File: src/rtl/spr_ram_pkg.sv
`default_nettype none
// ============================================================================
// Module      : spr_ram_pkg
// Description : Shared types and helpers for the parametrised single-port RAM.
// Revision    : 1.0 - initial release
// ============================================================================
package spr_ram_pkg;

    typedef enum logic [0:0] {
        ST_INIT  = 1'b0,
        ST_READY = 1'b1
    } state_t;

    localparam int RDW_READ_FIRST    = 0;
    localparam int RDW_WRITE_THROUGH = 1;

    // One spare bit so a full 2**ADDR_WIDTH clear can count past its last word.
    function automatic int cnt_width(input int addr_width);
        return addr_width + 1;
    endfunction

endpackage
`default_nettype wire

File: src/rtl/spr_clear_seq.sv
`default_nettype none
// ============================================================================
// Module      : spr_clear_seq
// Description : Post-reset clear sequencer; walks every word writing INIT_VALUE.
// Revision    : 1.0 - initial release
// ============================================================================
module spr_clear_seq
    import spr_ram_pkg::*;
#(
    parameter int                    ADDR_WIDTH = 4,
    parameter int                    DEPTH      = 2**ADDR_WIDTH,
    parameter int                    DATA_WIDTH = 2,
    parameter logic [DATA_WIDTH-1:0] INIT_VALUE = '0
) (
    input  logic                  clk,
    input  logic                  rst,
    output logic                  o_busy,
    output logic                  o_clr_we,
    output logic [ADDR_WIDTH-1:0] o_clr_addr,
    output logic [DATA_WIDTH-1:0] o_clr_data
);

    localparam int            CW     = cnt_width(ADDR_WIDTH);
    localparam logic [CW-1:0] c_last = CW'(DEPTH - 1);

    state_t        r_state;
    state_t        w_state_next;
    logic [CW-1:0] r_count;
    logic [CW-1:0] w_count_next;

    always_ff @(posedge clk) begin
        if (rst) begin
            r_state <= ST_INIT;
            r_count <= '0;
        end else begin
            r_state <= w_state_next;
            r_count <= w_count_next;
        end
    end

    always_comb begin
        w_state_next = r_state;
        w_count_next = r_count;
        case (r_state)
            ST_INIT: begin
                w_count_next = r_count + 1'b1;
                if (r_count == c_last) begin
                    w_state_next = ST_READY;
                end
            end
            default: begin
                w_state_next = r_state;
            end
        endcase
    end

    assign o_busy     = (r_state == ST_INIT);
    assign o_clr_we   = o_busy & ~rst;
    assign o_clr_addr = r_count[ADDR_WIDTH-1:0];
    assign o_clr_data = INIT_VALUE;

endmodule
`default_nettype wire

File: src/rtl/spr_param_ram.sv
`default_nettype none
// ============================================================================
// Module      : spr_param_ram
// Description : Parametrised single-port distributed RAM with self-clearing start-up.
// Revision    : 1.0 - initial release
// ============================================================================
module spr_param_ram
    import spr_ram_pkg::*;
#(
    parameter int                    DATA_WIDTH = 2,
    parameter int                    ADDR_WIDTH = 4,
    parameter int                    DEPTH      = 2**ADDR_WIDTH,
    parameter int                    OUT_REG    = 0,
    parameter int                    RDW_MODE   = RDW_READ_FIRST,
    parameter logic [DATA_WIDTH-1:0] INIT_VALUE = '0
) (
    input  logic                  CK,
    input  logic                  RST,
    input  logic [ADDR_WIDTH-1:0] AD,
    input  logic [DATA_WIDTH-1:0] DI,
    input  logic                  WRE,
    output logic [DATA_WIDTH-1:0] DO,
    output logic                  BUSY
);

    localparam int            CW      = cnt_width(ADDR_WIDTH);
    localparam logic [CW-1:0] c_depth = CW'(DEPTH);

    logic [DATA_WIDTH-1:0] r_mem [0:DEPTH-1];

    logic                  w_busy;
    logic                  w_clr_we;
    logic [ADDR_WIDTH-1:0] w_clr_addr;
    logic [DATA_WIDTH-1:0] w_clr_data;
    logic                  w_in_range;
    logic                  w_user_we;
    logic                  w_we;
    logic [ADDR_WIDTH-1:0] w_waddr;
    logic [DATA_WIDTH-1:0] w_wdata;
    logic [DATA_WIDTH-1:0] w_rd_data;

    spr_clear_seq #(
        .ADDR_WIDTH (ADDR_WIDTH),
        .DEPTH      (DEPTH),
        .DATA_WIDTH (DATA_WIDTH),
        .INIT_VALUE (INIT_VALUE)
    ) u_clear_seq (
        .clk        (CK),
        .rst        (RST),
        .o_busy     (w_busy),
        .o_clr_we   (w_clr_we),
        .o_clr_addr (w_clr_addr),
        .o_clr_data (w_clr_data)
    );

    assign w_in_range = ({1'b0, AD} < c_depth);

    // Only a clean 1 on WRE counts; reset and the clear sequence both lock out the user.
    assign w_user_we = ~w_busy & ~RST & (WRE === 1'b1) & w_in_range;

    assign w_we    = w_clr_we | w_user_we;
    assign w_waddr = w_busy ? w_clr_addr : AD;
    assign w_wdata = w_busy ? w_clr_data : DI;

    always_ff @(posedge CK) begin
        if (w_we) begin
            r_mem[w_waddr] <= w_wdata;
        end
    end

    assign w_rd_data = w_in_range ? r_mem[AD] : '0;
    assign BUSY      = w_busy;

    generate
        if (OUT_REG != 0) begin : g_out_reg
            logic [DATA_WIDTH-1:0] r_do;

            always_ff @(posedge CK) begin
                if (RST || w_busy) begin
                    r_do <= '0;
                end else if (w_user_we && (RDW_MODE == RDW_WRITE_THROUGH)) begin
                    r_do <= DI;
                end else begin
                    r_do <= w_rd_data;
                end
            end

            assign DO = r_do;
        end else begin : g_async_rd
            assign DO = w_busy ? '0 : w_rd_data;
        end
    endgenerate

endmodule
`default_nettype wire

File: config.mk
export PLATFORM = sky130hd
export DESIGN_NAME = spr_param_ram
export DESIGN_NICKNAME = d
export VERILOG_FILES = /design/src/rtl/spr_ram_pkg.sv /design/src/rtl/spr_clear_seq.sv /design/src/rtl/spr_param_ram.sv
export SDC_FILE = /design/constraint.sdc
export NUM_CORES = 1
export LEC_CHECK = 0
export CORE_MARGIN = 2
export CORE_UTILIZATION = 35
export CTS_CLUSTER_SIZE = 12
export DETAILED_ROUTE_END_ITERATION = 10
export GPL_TIMING_DRIVEN = 0
export PLACE_DENSITY = 0.59
export SETUP_SLACK_MARGIN = 0.05
export SLEW_MARGIN = 20
export SYNTH_ARGS = -nofsm -noshare
export SYNTH_HDL_FRONTEND = slang
export SYNTH_SLANG_ARGS = --single-unit
File: constraint.sdc
create_clock -name CK -period 1.9 [get_ports CK]
set_input_delay 0.38 -clock CK [delete_from_list [all_inputs] [get_ports CK]]
set_output_delay 0.38 -clock CK [all_outputs]
set_load 0.05 [all_outputs]
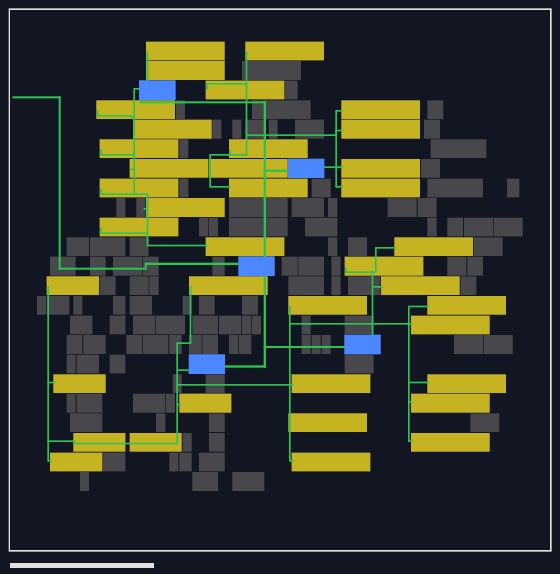
Fig. 1. Routed clock nets over the placement.
Bar = 20 microns.
green -> clock wires  # length 443 microns
blue -> clock drivers  # count 5
yellow -> flip-flops  # count 38
flops lie = widely spread

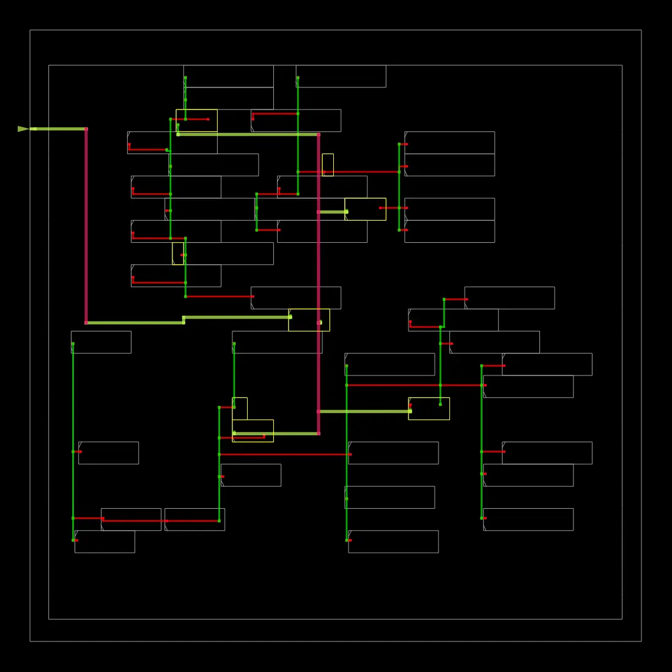
Fig. 2. Clock nets.
worst clock skew on the final layout: 0.003493 ns
total of clock buffers placed in the layout: 6

==> run_summary.xml <==
<?xml version="1.0" encoding="UTF-8"?>
<metrics>
  <group name="run_status">
    <metric name="run_status" unit="">finished with violations</metric>
    <metric name="violations" unit="">negative setup slack</metric>
  </group>
  <group name="clock_network">
    <metric name="clock_latency" unit="ns">0.28</metric>
    <metric name="cts_buffer_depth" unit="">2</metric>
    <metric name="cts.repair.resized" unit="">28</metric>
  </group>
  <group name="critical_path">
    <metric name="endpoint_kind" unit="">output port</metric>
    <metric name="worstPathRequired" unit="ns">1.52</metric>
    <metric name="path_cells" unit="">mux4_2 &gt; a22oi_2 &gt; o31ai_4 &gt; buf_6</metric>
    <metric name="timing.rr.end" unit="">r_mem[5][0]</metric>
    <metric name="beginning_of_the_critical_path" unit="">r_mem[3][0]</metric>
    <metric name="worst-r2r-cell-count" unit="">4</metric>
    <metric name="worst_path_buffer_plus_inverter_count" unit="">1</metric>
    <metric name="crit_arrival" unit="ns">1.69</metric>
    <metric name="setup_slack_reg_to_reg" unit="ns">0.23</metric>
    <metric name="max_stage_delay" unit="ns">0.49</metric>
    <metric name="critPathKind" unit="">flip-flop to output port</metric>
  </group>
  <group name="layout">
    <metric name="diodes" unit="">0</metric>
    <metric name="non_clock_inverter_count" unit="">4</metric>
    <metric name="nets" unit="">164</metric>
  </group>
  <group name="place">
    <metric name="post-dp-hpwl" unit="microns">2479</metric>
  </group>
  <group name="grt">
    <metric name="grt-busiest-layer" unit="">met2</metric>
    <metric name="grt_antenna_before_repair" unit="">0</metric>
    <metric name="total_gr_overflow" unit="">0</metric>
    <metric name="grt_use_met2" unit="">0.2300</metric>
    <metric name="grt_use_met3" unit="">0.04284</metric>
  </group>
  <group name="min_path">
    <metric name="worst_hold_path_type" unit="">input port to flip-flop</metric>
    <metric name="timing.hold.worst_path_depth" unit="">2</metric>
  </group>
  <group name="synth">
    <metric name="dominantRegCellSynth" unit="">edfxtp_1</metric>
    <metric name="synth.cells.most_frequent" unit="">edfxtp_1 (32), nor2_1 (26), dfxtp_1 (6), mux2_2 (6), nor2b_1 (6)</metric>
    <metric name="seq_area_frac_synth" unit="">0.6119</metric>
    <metric name="synth_area_per_cell" unit="sq um">13.18</metric>
    <metric name="compound_area_frac" unit="">0.08428</metric>
    <metric name="synth_chip_area" unit="sq um">1767</metric>
    <metric name="number_of_nets_in_the_synthesized_netlist" unit="">145</metric>
    <metric name="yosys_warnings" unit="">0</metric>
    <metric name="yosysCellCount" unit="">134</metric>
  </group>
  <group name="detailed_routing">
    <metric name="met2RoutedLength" unit="microns">1695</metric>
    <metric name="postRouteAntennaNets" unit="">0</metric>
    <metric name="dr.max_layer_used" unit="">met4</metric>
    <metric name="routedLengthMet1" unit="microns">1500</metric>
    <metric name="drt_wirelength" unit="microns">3435</metric>
  </group>
  <group name="final_timing">
    <metric name="setup_viol" unit="">2</metric>
    <metric name="final.setup.worst_slack" unit="ns">-0.1688</metric>
    <metric name="final_period_minus_worst_setup_slack" unit="ns">2.069</metric>
  </group>
  <group name="die">
    <metric name="fp.dieArea" unit="sq um">5632</metric>
  </group>
  <group name="power">
    <metric name="pwr_density_cell" unit="nW/um^2">737.3</metric>
  </group>
</metrics>
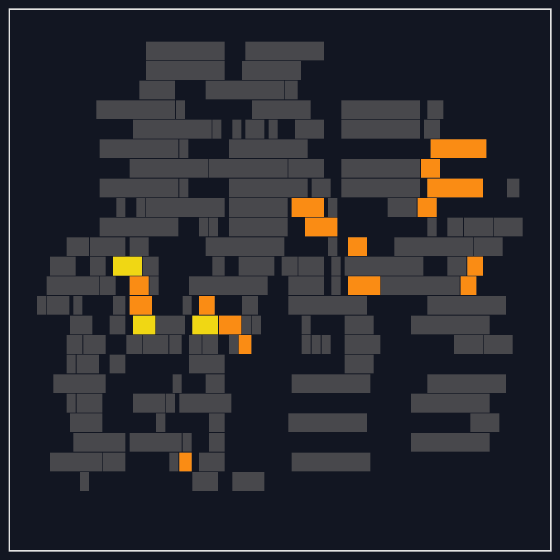
Fig. 3. Logic cells by family.
orange -> aoi and oai cells  # cells 16
yellow -> non-inverting ao/oa cells  # cells 3

## per-stage QoR
stage | util | total power, W | hold slack [ns] | TNS [ns] | cells
after floorplan | - | 0.001008 | 0.4544 | 0 | 134
after global placement | 0.4120 | 0.001042 | 0.4691 | -8.224 | 210
after detailed placement | 0.4120 | 0.001046 | 0.4825 | -8.968 | 210
after CTS | 0.4350 | 0.001571 | 0.4533 | -0.3948 | 221
after global routing | 0.4390 | 0.001608 | 0.4787 | -0.4435 | 221
final | 0.4390 | 0.001549 | 0.4572 | -0.3276 | 221
## power breakdown
| group | internal (W) | switching, W | total, W | leakage, nW |
|---|---|---|---|---|
| sequential | 0.000905 | 0.0000118 | 0.000917 | 0.363 |
| combinational | 0.0000548 | 0.0000623 | 0.000117 | 0.337 |
| clock | 0.000252 | 0.000263 | 0.000515 | 0.0426 |
Power is estimated from default activity; no workload was simulated.
